==> run_1/congestion_map.png <==
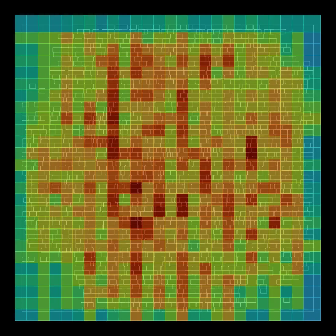
==> run_1/closeup.png <==
Scale bar: 10 µm. Window x 33 to 58, y 33 to 58 µm. Cells in grey, sequential cells in the stronger grey; small squares are vias.
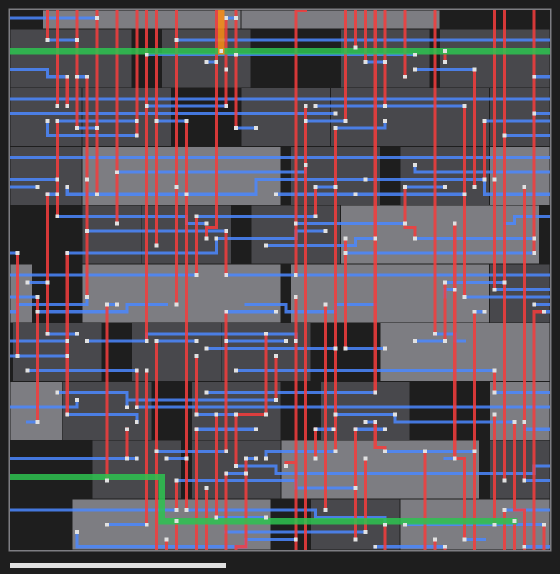
==> run_1/gates.png <==
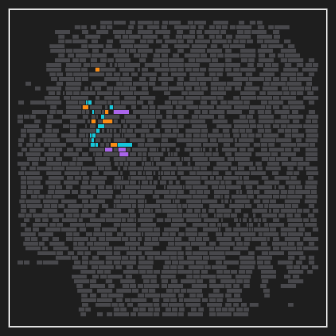
==> config.mk <==
export PLATFORM = sky130hd
export DESIGN_NAME = driver_activations_stream
export DESIGN_NICKNAME = d
export VERILOG_FILES = /design/src/rtl/driver_act_pkg.sv /design/src/rtl/act_word_fifo.sv /design/src/rtl/driver_activations_stream.sv
export SDC_FILE = /design/constraint.sdc
export NUM_CORES = 1
export LEC_CHECK = 0
export CAP_MARGIN = 20
export CORE_MARGIN = 4
export CORE_UTILIZATION = 57
export CTS_CLUSTER_SIZE = 8
export DETAILED_ROUTE_END_ITERATION = 16
export HOLD_SLACK_MARGIN = 0.12
export PLACE_DENSITY = 0.82
export SYNTH_ARGS = -nofsm -noshare
export SYNTH_HDL_FRONTEND = slang
export SYNTH_SLANG_ARGS = --single-unit
==> constraint.sdc <==
create_clock -name clk -period 2.9 [get_ports clk]
set_input_delay 0.435 -clock clk [delete_from_list [all_inputs] [get_ports clk]]
set_output_delay 0.435 -clock clk [all_outputs]
set_load 0.1 [all_outputs]
==> src/rtl/driver_act_pkg.sv <==
`default_nettype none
// +----------------------------------------------------------------------------+
// | Package : driver_act_pkg                                                   |
// | Shared types, default geometry and element slicing for the activation      |
// | streaming driver.                                                          |
// | Revision: 1.0                                                              |
// +----------------------------------------------------------------------------+
package driver_act_pkg;

  localparam int DEF_IO_DATA_WIDTH = 8;
  localparam int DEF_MEM_BW        = 128;
  localparam int DEF_LANES         = 4;
  localparam int DEF_FIFO_DEPTH    = 2;

  localparam int ELEMS = DEF_MEM_BW / DEF_IO_DATA_WIDTH;
  localparam int BEATS = ELEMS / DEF_LANES;

  typedef enum logic [0:0] {
    IDLE   = 1'b0,
    STREAM = 1'b1
  } drv_act_state_t;

  // Element 0 is the most significant element of the word.
  function automatic logic [DEF_IO_DATA_WIDTH-1:0] get_elem(
    input logic [DEF_MEM_BW-1:0] word,
    input int unsigned           e
  );
    return word[DEF_MEM_BW-1-e*DEF_IO_DATA_WIDTH -: DEF_IO_DATA_WIDTH];
  endfunction

endpackage
`default_nettype wire

==> src/rtl/act_word_fifo.sv <==
`default_nettype none
// +----------------------------------------------------------------------------+
// | Module  : act_word_fifo                                                    |
// | Small synchronous FIFO holding activation words plus their last-of-tile    |
// | tag, with a synchronous flush.                                             |
// | Revision: 1.0                                                              |
// +----------------------------------------------------------------------------+
module act_word_fifo #(
  parameter int WIDTH = 129,
  parameter int DEPTH = 2
) (
  input  logic             clk,
  input  logic             arst_n_in,
  input  logic             flush_in,
  input  logic             push_in,
  input  logic [WIDTH-1:0] data_in,
  input  logic             pop_in,
  output logic [WIDTH-1:0] data_out,
  output logic             full_out,
  output logic             empty_out
);

  localparam int c_ptr_w = (DEPTH > 1) ? $clog2(DEPTH) : 1;

  logic [WIDTH-1:0]   r_mem [DEPTH];
  logic [c_ptr_w-1:0] r_wr_ptr;
  logic [c_ptr_w-1:0] r_rd_ptr;
  logic [c_ptr_w:0]   r_count;
  logic               w_do_push;
  logic               w_do_pop;

  assign full_out  = (r_count == (c_ptr_w+1)'(DEPTH));
  assign empty_out = (r_count == '0);
  assign w_do_push = push_in & ~full_out;
  assign w_do_pop  = pop_in & ~empty_out;
  assign data_out  = r_mem[r_rd_ptr];

  always_ff @(posedge clk or negedge arst_n_in) begin
    if (!arst_n_in) begin
      r_wr_ptr <= '0;
      r_rd_ptr <= '0;
      r_count  <= '0;
    end else if (flush_in) begin
      r_wr_ptr <= '0;
      r_rd_ptr <= '0;
      r_count  <= '0;
    end else begin
      if (w_do_push) r_wr_ptr <= r_wr_ptr + 1'b1;
      if (w_do_pop)  r_rd_ptr <= r_rd_ptr + 1'b1;
      case ({w_do_push, w_do_pop})
        2'b10:   r_count <= r_count + 1'b1;
        2'b01:   r_count <= r_count - 1'b1;
        default: r_count <= r_count;
      endcase
    end
  end

  always_ff @(posedge clk or negedge arst_n_in) begin
    if (!arst_n_in) begin
      for (int i = 0; i < DEPTH; i++) r_mem[i] <= '0;
    end else if (w_do_push && !flush_in) begin
      r_mem[r_wr_ptr] <= data_in;
    end
  end

endmodule
`default_nettype wire

==> src/rtl/driver_activations_stream.sv <==
`default_nettype none
// +----------------------------------------------------------------------------+
// | Module  : driver_activations_stream                                        |
// | Buffers MEM_BW-wide activation words and serialises them into LANES-wide   |
// | beats for the PE array. Define DRV_ACT_RELU_EN to zero negative elements.  |
// | Revision: 1.0                                                              |
// +----------------------------------------------------------------------------+
module driver_activations_stream
  import driver_act_pkg::*;
#(
  parameter int IO_DATA_WIDTH = DEF_IO_DATA_WIDTH,
  parameter int MEM_BW        = DEF_MEM_BW,
  parameter int LANES         = DEF_LANES,
  parameter int FIFO_DEPTH    = DEF_FIFO_DEPTH,
  localparam int c_idx_w      = $clog2((MEM_BW / IO_DATA_WIDTH) / LANES) + 1
) (
  input  logic                                clk,
  input  logic                                arst_n_in,
  input  logic                                flush_in,
  input  logic [MEM_BW-1:0]                   word_in,
  input  logic                                word_valid_in,
  input  logic                                word_last_in,
  output logic                                word_ready_out,
  output logic [LANES-1:0][IO_DATA_WIDTH-1:0] act_out,
  output logic                                act_valid_out,
  input  logic                                act_ready_in,
  output logic                                act_last_out,
  output logic [c_idx_w-1:0]                  beat_idx_out
);

  localparam int c_elems  = MEM_BW / IO_DATA_WIDTH;
  localparam int c_beats  = c_elems / LANES;
  localparam int c_beat_w = LANES * IO_DATA_WIDTH;

  drv_act_state_t r_state;
  drv_act_state_t w_state_nxt;
  logic [c_idx_w-1:0] r_cnt;
  logic [c_idx_w-1:0] w_cnt_nxt;
  logic [MEM_BW-1:0]  r_word;
  logic               r_last;

  logic               w_push;
  logic               w_pop;
  logic               w_fifo_full;
  logic               w_fifo_empty;
  logic [MEM_BW:0]    w_fifo_dout;
  logic               w_beat_hs;
  logic               w_at_last;

  logic [c_beats-1:0][c_beat_w-1:0] w_beats;
  logic [c_beat_w-1:0]              w_beat;

  // Gating with the reset keeps the input port closed while held in reset.
  assign word_ready_out = arst_n_in & ~w_fifo_full;
  assign w_push         = word_valid_in & word_ready_out & ~flush_in;

  act_word_fifo #(
    .WIDTH (MEM_BW + 1),
    .DEPTH (FIFO_DEPTH)
  ) u_fifo (
    .clk       (clk),
    .arst_n_in (arst_n_in),
    .flush_in  (flush_in),
    .push_in   (w_push),
    .data_in   ({word_last_in, word_in}),
    .pop_in    (w_pop),
    .data_out  (w_fifo_dout),
    .full_out  (w_fifo_full),
    .empty_out (w_fifo_empty)
  );

  assign w_beat_hs = (r_state == STREAM) & act_ready_in;
  assign w_at_last = (r_cnt == c_idx_w'(c_beats - 1));

  always_comb begin
    w_state_nxt = r_state;
    w_cnt_nxt   = r_cnt;
    w_pop       = 1'b0;
    case (r_state)
      IDLE: begin
        if (!w_fifo_empty) begin
          w_pop       = 1'b1;
          w_state_nxt = STREAM;
          w_cnt_nxt   = '0;
        end
      end
      STREAM: begin
        if (w_beat_hs) begin
          if (w_at_last) begin
            // Reload on the same edge so back-to-back words have no bubble.
            w_cnt_nxt = '0;
            if (!w_fifo_empty) w_pop = 1'b1;
            else               w_state_nxt = IDLE;
          end else begin
            w_cnt_nxt = r_cnt + 1'b1;
          end
        end
      end
      default: w_state_nxt = IDLE;
    endcase
    if (flush_in) begin
      w_state_nxt = IDLE;
      w_cnt_nxt   = '0;
      w_pop       = 1'b0;
    end
  end

  always_ff @(posedge clk or negedge arst_n_in) begin
    if (!arst_n_in) begin
      r_state <= IDLE;
      r_cnt   <= '0;
      r_word  <= '0;
      r_last  <= 1'b0;
    end else begin
      r_state <= w_state_nxt;
      r_cnt   <= w_cnt_nxt;
      if (w_pop) begin
        r_last <= w_fifo_dout[MEM_BW];
        r_word <= w_fifo_dout[MEM_BW-1:0];
      end
    end
  end

  for (genvar b = 0; b < c_beats; b++) begin : g_beat
    assign w_beats[b] = r_word[MEM_BW-1-b*c_beat_w -: c_beat_w];
  end

  always_comb begin
    w_beat = '0;
    for (int b = 0; b < c_beats; b++) begin
      if (r_cnt == c_idx_w'(b)) w_beat = w_beats[b];
    end
  end

  // Lane 0 takes the most significant element of the selected beat.
  for (genvar l = 0; l < LANES; l++) begin : g_lane
    logic [IO_DATA_WIDTH-1:0] w_raw;
    logic [IO_DATA_WIDTH-1:0] w_elem;
    assign w_raw = w_beat[c_beat_w-1-l*IO_DATA_WIDTH -: IO_DATA_WIDTH];
`ifdef DRV_ACT_RELU_EN
    assign w_elem = w_raw[IO_DATA_WIDTH-1] ? '0 : w_raw;
`else
    assign w_elem = w_raw;
`endif
    assign act_out[l] = (r_state == STREAM) ? w_elem : '0;
  end

  assign act_valid_out = (r_state == STREAM);
  assign act_last_out  = (r_state == STREAM) & w_at_last & r_last;
  assign beat_idx_out  = r_cnt;

endmodule
`default_nettype wire

==> job_summary.md, run 1 <==
### Flow metrics

| Metric | Value |
|---|---|
| Std-Cell Core Area | 0.0299 mm² |
| Max-area cell share | 56.8% |
| Setup CP Type | reg -> out |
| Initial antenna violation count | 0 |
| CTS tree | built |
| WL met1 | 17500 µm |
| Ys flops | 395 |
| Met2 wire len | 20700 µm |
| # rows | 63 |
| Total CTS buffers | 55 |
| Final net count | 1500 |
| FF-to-FF End | r_word[25]$_DFFE_PN0N_ |
| Synthesis warning total | 0 |
| Critical Path AT | 2.57 ns |
| Clk root buf | clkbuf_16 |
| Worst r2r path cells | 7 |
| Final wirelength | 42400 µm |
| Worst endpoint required time | 2.47 ns |
| RR Startpoint | beat_idx_out[0]$_DFFE_PN0P_ |
| EDFF count, synth | 0 |
| Count leader, synth | mux2_2 |
| Post-route setup slack | -0.106 ns |
| Crit path buf inv count | 3 |
| RSZ-0062 raised after global routing | true |
| CP peak stage delay | 0.44 ns |
| Run status | finished with violations |
| Max-cap violations | 0 |
| Tool Warnings | 33 |
| Failing checks | negative setup slack |
| Total stage count of the critical path | 7 |
| DRT antenna net count | 0 |
| Synth area leaders | dfrtp_1, mux2_2, a221o_1 |
| Most frequent CP cell | buf_6 |
| Yosys chip area | 0.0174 mm² |
| Syn Nets | 1308 |
| Setup-failing EPs final | 32 |
| Worst-path maximum fanout | 11 |
-- congestion_map.png (at the start) --
GR Util met1: 34.1%
Layout Utilization: 72.6%
GRT met2 Usage: 40.8%
DR WL/cell: 24.1 µm
M3 GR Usage: 5.00%

-- closeup.png (at the start) --
legend:
  M3:
    colour: green
  M4:
    colour: orange
  M2:
    colour: red
  M1:
    colour: blue
most frequent: mux2_2 (22), dfrtp_1 (8), clkbuf_16 (2)
cells with their middle in the window: 34
sequential cells in the window: 8
netlist names of flops here include: u_fifo.r_mem (7), r_word (1)

-- gates.png (at the start) --
legend:
  nor cells:
    colour: cyan
    cells: 13
  and/or cells:
    colour: orange
    cells: 6
  fa/ha/maj cells:
    colour: purple
    cells: 4
Final Non-Filler Cells: 1757
combinational share of cell area: 32.8%

## run 1: worst register-to-register path: cells and delay by family (launching register included)
family	cells	cell delay, ns
adders and majority gates	1	0.15
muxes	1	0.38
AOI/OAI and AO/OA	1	0.39
DFF	1	0.40
buffers and inverters	3	0.62
and+or+nand+nor	1	0.27
## run 1: worst max path at each step
stage / start / slack (ns) / endpoint
3_3_place_gp: beat_idx_out[0]$_DFFE_PN0P_ / 0.30 / act_out[24]
2_1_floorplan: beat_idx_out[0]$_DFFE_PN0P_ / 0.02 / act_out[0]
4_1_cts: beat_idx_out[0]$_DFFE_PN0P_ / -0.13 / act_out[24]
6_report: beat_idx_out[0]$_DFFE_PN0P_ / -0.11 / act_out[19]
3_5_place_dp: act_ready_in / 0.26 / r_word[105]$_DFFE_PN0N_
5_1_grt: beat_idx_out[0]$_DFFE_PN0P_ / -0.17 / act_out[7]
## run 1: cell usage in the layout (no fill, tap or decap), drive strengths merged, types with 2 or more instances in the layout
| master | Yosys | final |
|---|---|---|
| buf | 48 | 81 |
| nand3b | 33 | 33 |
| clkdlybuf4s50 | 0 | 132 |
| ha | 4 | 4 |
| nand2 | 34 | 34 |
| nor3 | 2 | 2 |
| clkbuf | 32 | 59 |
| dfrtp | 395 | 395 |
| a221o | 32 | 32 |
| mux2 | 517 | 517 |
| a21oi | 38 | 38 |
| o21ai | 3 | 3 |
| nand4 | 3 | 3 |
| nor2 | 4 | 4 |
| inv | 3 | 4 |
| nor2b | 5 | 5 |
## run 1: through the flow
stage               utilization [%]  total power (µW)  hold slack (ns)  cell area, µm²  TNS, ns
global route                   72.6             19100            0.409           21700    -4.48
floorplan                         -             11000            0.139           17400        0
global placement               66.9             12400            0.353           20000        0
detailed placement             66.9             12600            0.354           20000        0
CTS                            72.4             18400            0.394           21600    -3.31
finish                         72.6             18300            0.393           21700    -2.60
## run 1: report_power, final
group,leakage (µW),internal [µW],switching [µW]
sequential,0.00483,7310,1050
combinational,0.00361,2410,1900
clock,0.000719,3460,2160
## run 1: logic make-up after synthesis
group	count (synthesis)	share of synthesized area, %
multiplexers	517	33.5
flip-flops	395	56.8
AND/OR/NAND/NOR	91	3.24
buffers and inverters	83	2.84
AND-OR/OR-AND	80	3.38
adder cells (fa/ha/maj)	4	0.288
## run 1: timing repair
item | in CTS | in global routing
setup buffers | 4 | 4
hold buffers | 1 | 0
pin swaps | 7 | 7
cloned | 3 | 0
gates resized | 17 | 1
hold endpoints to repair | 29 | 0
endpoints found under the setup margin | 32 | 32
## run 1: layout make-up
| class | instances | area [µm²] |
|---|---|---|
| timing repair buffer | 215 | 2710 |
| multi-input combinational | 692 | 7120 |
| inverter | 3 | 11.3 |
| tap | 390 | 488 |
| fill | 1851 | 8190 |
| clock buffer | 59 | 1410 |
| sequential | 395 | 9890 |
| clock inverter | 3 | 55.1 |
## run 1: sequential cells by signal (all words and copies together), names as in the netlist
signal,flops
act_valid_out,1
u_fifo.r_rd_ptr,1
r_word,128
r_last,1
beat_idx_out,3
u_fifo.r_mem,258
u_fifo.r_wr_ptr,1
u_fifo.r_count,2
==> run_1/port_trees.png <==
Scale bar: 50 µm.
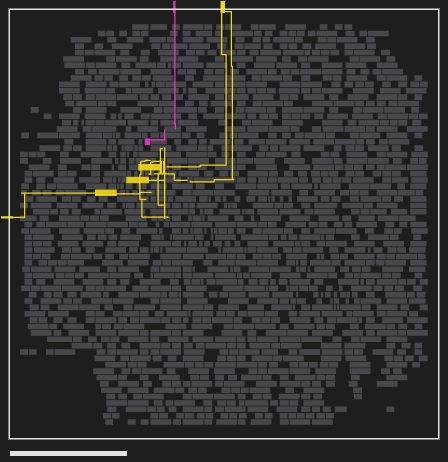

## Run 2: what changed since run 1
--- a/config.mk
+++ b/config.mk
@@ -6,8 +6,10 @@
 export NUM_CORES = 1
 export LEC_CHECK = 0
 export CAP_MARGIN = 20
+export CELL_PAD_IN_SITES_DETAIL_PLACEMENT = 1
+export CELL_PAD_IN_SITES_GLOBAL_PLACEMENT = 1
 export CORE_MARGIN = 4
-export CORE_UTILIZATION = 57
+export CORE_UTILIZATION = 48
 export CTS_CLUSTER_SIZE = 8
 export DETAILED_ROUTE_END_ITERATION = 16
 export HOLD_SLACK_MARGIN = 0.12
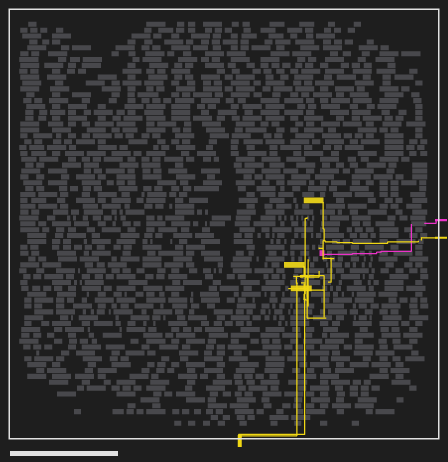
(run_2/port_trees.png)
Scale bar: 50 µm.
legend:
  word_ready_out:
    colour: magenta
    direction: output
    end_cells: 1
    buffers: 1
    wire: 61.9 µm
  beat_idx_out:
    colour: yellow
    direction: output
    end_cells: 3
    buffers: 5
    wire: 465 µm

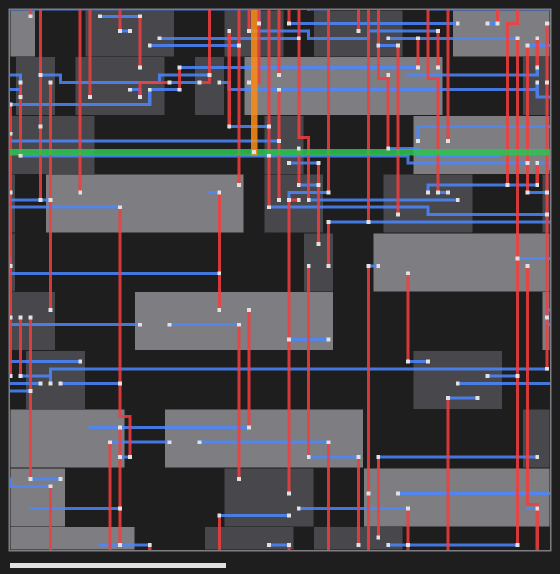
(run_2/closeup.png)
Scale bar: 10 µm. Window x 37 to 62, y 37 to 62 µm. Cells in grey, sequential cells in the stronger grey; small squares are vias.
legend:
  M1:
    colour: blue
  M4:
    colour: orange
  M3:
    colour: green
  M2:
    colour: red
netlist names of flops here include: r_word (4), u_fifo.r_mem (4)
sequential cells in the window: 8
cells with their middle in the window: 22
most frequent: dfrtp_1 (8), mux2_2 (6), nand3b_1 (3)

==> run 2 against run 1 <==
Against the previous run: the flow still finishes with violations (negative setup slack); clock skew increased by 0.0072 ns; critical path depth rose by 2; sequential share of layout area is 0.14 points lower; clock power is 1% higher; synthesized cell count did not move; first-iteration DRC count is 29% lower; final cell count increased by 3.9%; hold slack worse by 0.0073 ns; flip-flop count stayed put; register-to-register slack lost 0.02 ns; power increased by 0.71%; setup slack got worse by 0.16 ns; largest cell class unchanged.
==> job_summary.md, run 2 <==
### Flow metrics

| Metric | Value |
|---|---|
| Final instance area | 0.0218 mm² (+0.31%) |
| Synth area leaders | dfrtp_1, mux2_2, a221o_1 |
| Fp util | 48.8% |
| Clock share of power | 30.9% (+0.2 points) |
| Logic pwr share | 23.2% (-0.3 points) |
| EDFF count, synth | 0 (unchanged) |
| DR WL/cell | 26.0 µm (+7.5%) |
| FF-to-FF End | r_word[41]$_DFFE_PN0N_ |
| Run status | finished with violations |
| Clk root buf | clkbuf_16 |
| Commonest non-fill, non-tap cells in the layout | mux2_2, dfrtp_1, clkdlybuf4s50_1, clkbuf_16, buf_12 |
| Failing checks | negative setup slack |
| Critical Path AT | 2.73 ns (+0.16 ns) |
| CTS tree | built |
| Initial antenna violation count | 4 (+4) |
| Max-cap violations | 0 (unchanged) |
| Worst endpoint required time | 2.47 ns (about the same) |
| RR Startpoint | beat_idx_out[1]$_DFFE_PN0P_ |
| Setup-failing EPs final | 32 (unchanged) |
| Post-DP Area | 0.0200 mm² (about the same) |
| DRT antenna net count | 0 (unchanged) |
| Max-area cell share | 56.8% (unchanged) |
| Final wirelength | 47400 µm (+12%) |
| Post-route setup slack | -0.269 ns (-0.164 ns) |
| Total power | 18400 µW (+0.71%) |
| Std-Cell Core Area | 0.0357 mm² (+19%) |
| Ys flops | 395 (unchanged) |
| Net Sw Frac | 28.5% (+0.56 points) |
| # rows | 69 (+9.5%) |
| Count leader, synth | mux2_2 |
| RSZ-0062 raised after global routing | true |
| Synthesis warning total | 0 (unchanged) |
| Yosys chip area | 0.0174 mm² (unchanged) |
| Syn Nets | 1308 (unchanged) |
| Worst-path maximum fanout | 8 (-3) |
| Fill cells | 3223 (+74%) |
| Top reg by flops | u_fifo.r_mem |
| Sequential share of power | 45.8% (about the same) |
| Setup CP Type | reg -> out |
| Switching power | 5250 µW (+2.7%) |
| Final net count | 1499 (-0.067%) |
| P_int | 13200 µW (about the same) |
| Comb area | 0.00712 mm² (about the same) |
| Max FFs per register | 258 (unchanged) |
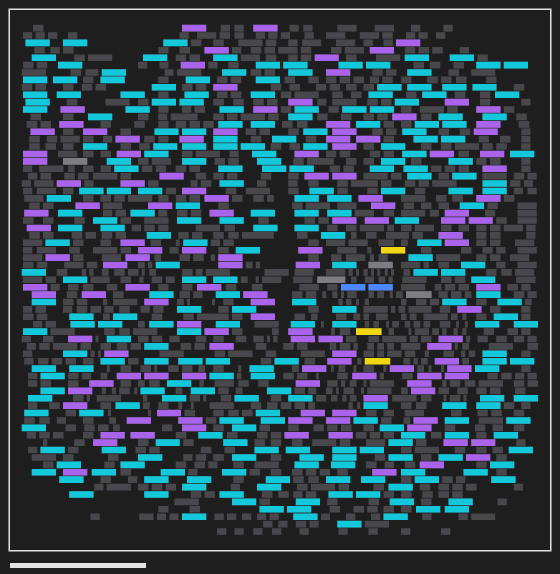
(run_2/ff_map.png)
Scale bar: 50 µm.
legend:
  beat_idx_out:
    colour: yellow
    sequential_cells: 3
  u_fifo.r_count:
    colour: blue
    sequential_cells: 2
  u_fifo.r_mem:
    colour: cyan
    sequential_cells: 258
    where: spread over the die
  r_word:
    colour: purple
    sequential_cells: 128
Flop area: 0.00989 mm²
Seq power: 8440 µW
register share of the cell area: 45.5%
Layout Utilization: 61.0%

==> run 2: layer usage <==
| layer | vias to the layer above | GRT usage (%) | wire (µm) |
|---|---|---|---|
| li1 | 4600 | - | - |
| met1 | 5624 | 29.8 | 19200 |
| met2 | 237 | 42.2 | 24200 |
| met3 | 98 | 4.47 | 2180 |
| met4 | 8 | 9.00 | 1800 |
| met5 | - | 0 | 60 |
==> run 2: worst max-delay path, stage by stage, from the launching register on <==
cell,delay [ns]
dfrtp_2,0.43
ha_4,0.17
or3b_4,0.39
buf_8,0.14
nor4b_4,0.22
buf_6,0.18
buf_12,0.13
buf_16,0.14
a221o_2,0.18
buf_12,0.17
==> run 2: area by class of cell <==
type,count,share of cell area [%]
Clock buffer,60,6.65
Timing Repair Buffer,214,12.4
Multi-Input combinational cell,692,32.7
Sequential cell,395,45.5
Inverter,3,0.0518
Tap cell,461,2.65
Clock inverter,1,0.0230
==> run 2: worst max path at each step <==
stage	end	startpoint	depth (start not counted)	slack (ns)
after floorplan	act_out[0]	beat_idx_out[0]$_DFFE_PN0P_	6	0.02
after global placement	r_word[91]$_DFFE_PN0N_	act_ready_in	6	0.26
after detailed placement	r_word[46]$_DFFE_PN0N_	act_ready_in	6	0.24
after CTS	act_out[14]	beat_idx_out[1]$_DFFE_PN0P_	9	-0.32
after global routing	act_out[16]	beat_idx_out[1]$_DFFE_PN0P_	9	-0.33
final	act_out[12]	beat_idx_out[1]$_DFFE_PN0P_	9	-0.27
==> run 2: what timing repair did <==
| action | in CTS | in global routing |
|---|---|---|
| setup endpoints to repair | 32 | 32 |
| endpoints found under the hold margin | 43 | 0 |
| setup buffers | 8 | 1 |
| pin swaps | 9 | 12 |
| hold buffers | 1 | 0 |
| resized | 14 | 3 |
| cloned | 5 | 0 |
==> run 2: per-stage QoR <==
| stage | TNS [ns] | setup slack (ns) | utilization [%] | std cells | hold slack (ns) |
|---|---|---|---|---|---|
| floorplan | 0 | 0.0217 | - | 1170 | 0.139 |
| global placement | 0 | 0.257 | 56.0 | 1750 | 0.379 |
| detailed placement | 0 | 0.235 | 56.0 | 1750 | 0.375 |
| CTS | -9.13 | -0.315 | 61.0 | 1825 | 0.393 |
| global route | -8.66 | -0.331 | 61.0 | 1826 | 0.414 |
| finish | -6.87 | -0.269 | 61.0 | 1826 | 0.385 |
==> run 2: cell families (layout without fill, tap and decap cells) <==
family	Yosys count	count (layout)	synth area share, %
muxes	517	517	33.5
DFF	395	395	56.8
and+or+nand+nor	91	91	3.24
buffers and inverters	83	278	2.84
AOI/OAI and AO/OA	80	80	3.38
adders and majority gates	4	4	0.288
==> run 2: power groups by stage <==
stage                     Clock (µW)  Sequential, µW  Combinational [µW]
after floorplan                    0            7980                3000
after global placement             0            8340                3960
after detailed placement           0            8450                4120
after CTS                       5790            8420                4320
after global routing            6070            8640                4580
final                           5690            8440                4280
==> run_2/gates.png <==
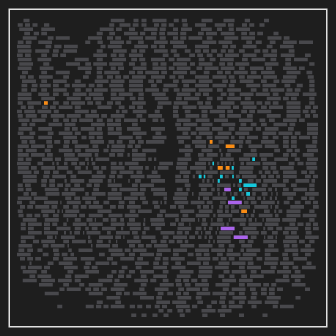

## Run 3: what changed since run 2
--- a/config.mk
+++ b/config.mk
@@ -5,7 +5,6 @@
 export SDC_FILE = /design/constraint.sdc
 export NUM_CORES = 1
 export LEC_CHECK = 0
-export CAP_MARGIN = 20
 export CELL_PAD_IN_SITES_DETAIL_PLACEMENT = 1
 export CELL_PAD_IN_SITES_GLOBAL_PLACEMENT = 1
 export CORE_MARGIN = 4
@@ -14,6 +13,7 @@
 export DETAILED_ROUTE_END_ITERATION = 16
 export HOLD_SLACK_MARGIN = 0.12
 export PLACE_DENSITY = 0.82
+export SLEW_MARGIN = 20
 export SYNTH_ARGS = -nofsm -noshare
 export SYNTH_HDL_FRONTEND = slang
 export SYNTH_SLANG_ARGS = --single-unit
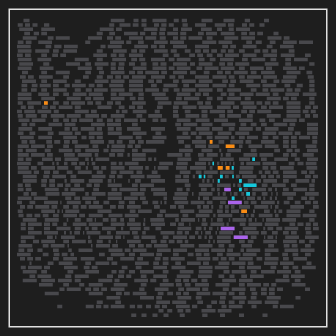
(run_3/gates.png)
legend:
  nor cells:
    colour: cyan
    cells: 13
  fa/ha/maj cells:
    colour: purple
    cells: 4
  and/or cells:
    colour: orange
    cells: 6
Top cell excl fill/tap: mux2_2
Final Non-Filler Cells: 1826

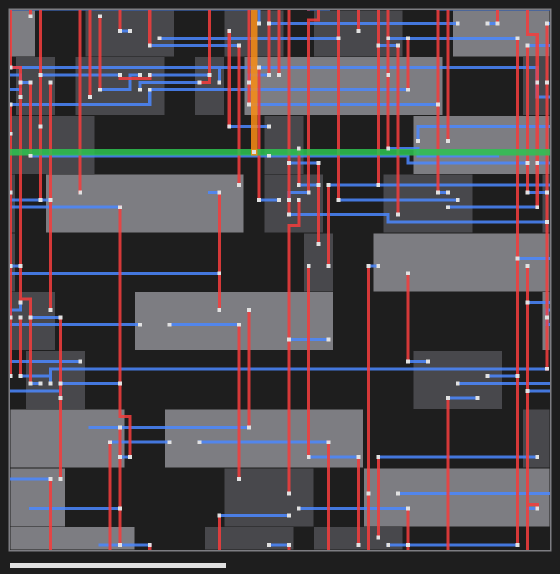
(run_3/closeup.png)
Scale bar: 10 µm. Window x 37 to 62, y 37 to 62 µm. Cells in grey, sequential cells in the stronger grey; small squares are vias.
legend:
  M1:
    colour: blue
  M3:
    colour: green
  M2:
    colour: red
  M4:
    colour: orange
sequential cells in the window: 8
netlist names of flops here include: r_word (4), u_fifo.r_mem (4)
most frequent: dfrtp_1 (8), mux2_2 (6), nand3b_1 (3)
cells with their middle in the window: 22

==> run 3 against run 2 <==
Against the previous run: the run still ends with negative setup slack left; highest routed layer unchanged; first-iteration DRC count is 6.7% lower; critical path depth unchanged; synthesized cell count is the same; wire length shrank 0.41%; count of clock-buffer cells in the layout unchanged.
==> job_summary.md, run 3 <==
### Flow metrics

| Metric | Value |
|---|---|
| Max-cap violations | 0 (unchanged) |
| Net Sw Frac | 28.5% (about the same) |
| Post-route setup slack | -0.273 ns (-0.00375 ns) |
| DRT antenna net count | 0 (unchanged) |
| # rows | 69 (unchanged) |
| Sequential share of power | 45.9% (about the same) |
| RSZ-0062 raised after global routing | true |
| Commonest non-fill, non-tap cells in the layout | mux2_2, dfrtp_1, clkdlybuf4s50_1, clkbuf_16, buf_12 |
| Run status | finished with violations |
| Failing checks | negative setup slack |
| CTS tree | built |
| Final wirelength | 47200 µm (-0.41%) |
| Syn Nets | 1308 (unchanged) |
| Synthesis warning total | 0 (unchanged) |
| Final hold slack | 0.387 ns (+0.00195 ns) |
| Post-DP Area | 0.0200 mm² (unchanged) |
| Total negative slack | -6.95 ns (-0.0822 ns) |
| Setup-failing EPs final | 32 (unchanged) |
| Final net count | 1499 (unchanged) |
| Initial antenna violation count | 4 (unchanged) |
| DR WL/cell | 25.8 µm (-0.41%) |
| Pre-CTS WS | 0.235 ns (unchanged) |
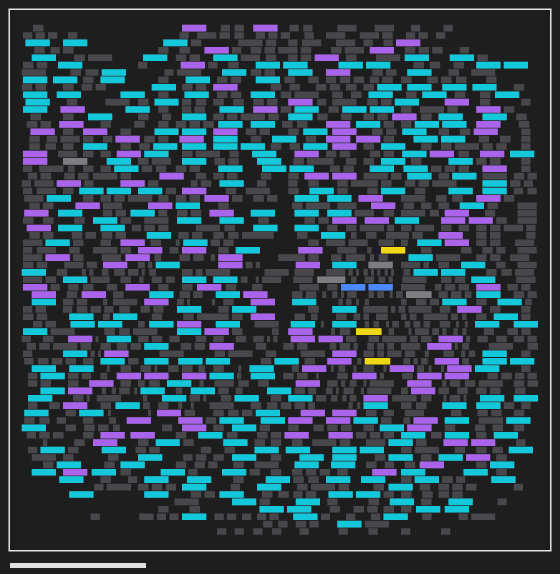
(run_3/ff_map.png)
Scale bar: 50 µm.
register share of the cell area: 45.5%
Layout Utilization: 61.0%
Seq power: 8450 µW

==> run 3: worst min path at each step <==
stage	start	to	slack, ns	depth (start not counted)
finish	arst_n_in	u_fifo.r_mem[154]$_DFFE_PN0P_	0.39	2
global route	arst_n_in	u_fifo.r_mem[154]$_DFFE_PN0P_	0.42	2
CTS	arst_n_in	r_word[25]$_DFFE_PN0N_	0.39	2
detailed placement	arst_n_in	r_word[25]$_DFFE_PN0N_	0.38	1
global placement	arst_n_in	u_fifo.r_mem[154]$_DFFE_PN0P_	0.38	1
floorplan	arst_n_in	act_valid_out$_DFF_PN0_	0.14	0
==> run 3: cell type report <==
cell class / count / share of cell area, %
multi-input combinational: 692 / 32.7
sequential: 395 / 45.5
inverter: 3 / 0.0518
timing repair buffer: 214 / 12.4
clock inverter: 1 / 0.0230
clock buffer: 60 / 6.65
tap: 461 / 2.65
==> run 3: routing by layer <==
layer / vias to the layer above / GRT usage (%) / part of all wire (%)
li1: 4600 / - / -
met1: 5587 / 29.8 / 40
met2: 235 / 42.2 / 51
met3: 96 / 4.47 / 4.9
met4: 8 / 9.00 / 3.8
met5: - / 0 / 0.13
==> run 3: timing repair <==
item                                   CTS  global route
endpoints found under the hold margin   43             0
gates cloned                             5             0
pin swaps                                9            12
gates resized                           14             3
setup endpoints to repair               32            32
buffers inserted                         8             1
hold buffers                             1             0
==> run 3: kinds of logic (layout without fill, tap and decap cells) <==
logic type | after synthesis | after routing | synth area share, %
adders and majority gates | 4 | 4 | 0.288
buffers and inverters | 83 | 278 | 2.84
AOI/OAI and AO/OA | 80 | 80 | 3.38
and+or+nand+nor | 91 | 91 | 3.24
DFF | 395 | 395 | 56.8
muxes | 517 | 517 | 33.5
==> run 3: metrics by stage <==
stage               std cells  utilization, %
finish                   1826            61.0
global route             1826            61.0
CTS                      1825            61.0
detailed placement       1750            56.0
global placement         1750            56.0
floorplan                1170               -
==> run 3: worst max-delay path, cell delays in order, from the launching register on <==
cell and delay, ns:
dfrtp_2 0.43, ha_4 0.17, or3b_4 0.39, buf_8 0.14, nor4b_4 0.22, buf_6 0.18
buf_12 0.13, buf_16 0.14, a221o_2 0.18, buf_12 0.17
==> run 3: power by group through the flow <==
stage          logic, µW  clock network, µW  registers [µW]
2_1_floorplan       3000                  0            7980
3_3_place_gp        3960                  0            8340
3_5_place_dp        4120                  0            8450
4_1_cts             4320               5790            8420
5_1_grt             4580               6070            8640
6_report            4280               5690            8450
Power figures rest on the tool's default switching activity, not on a simulated workload.
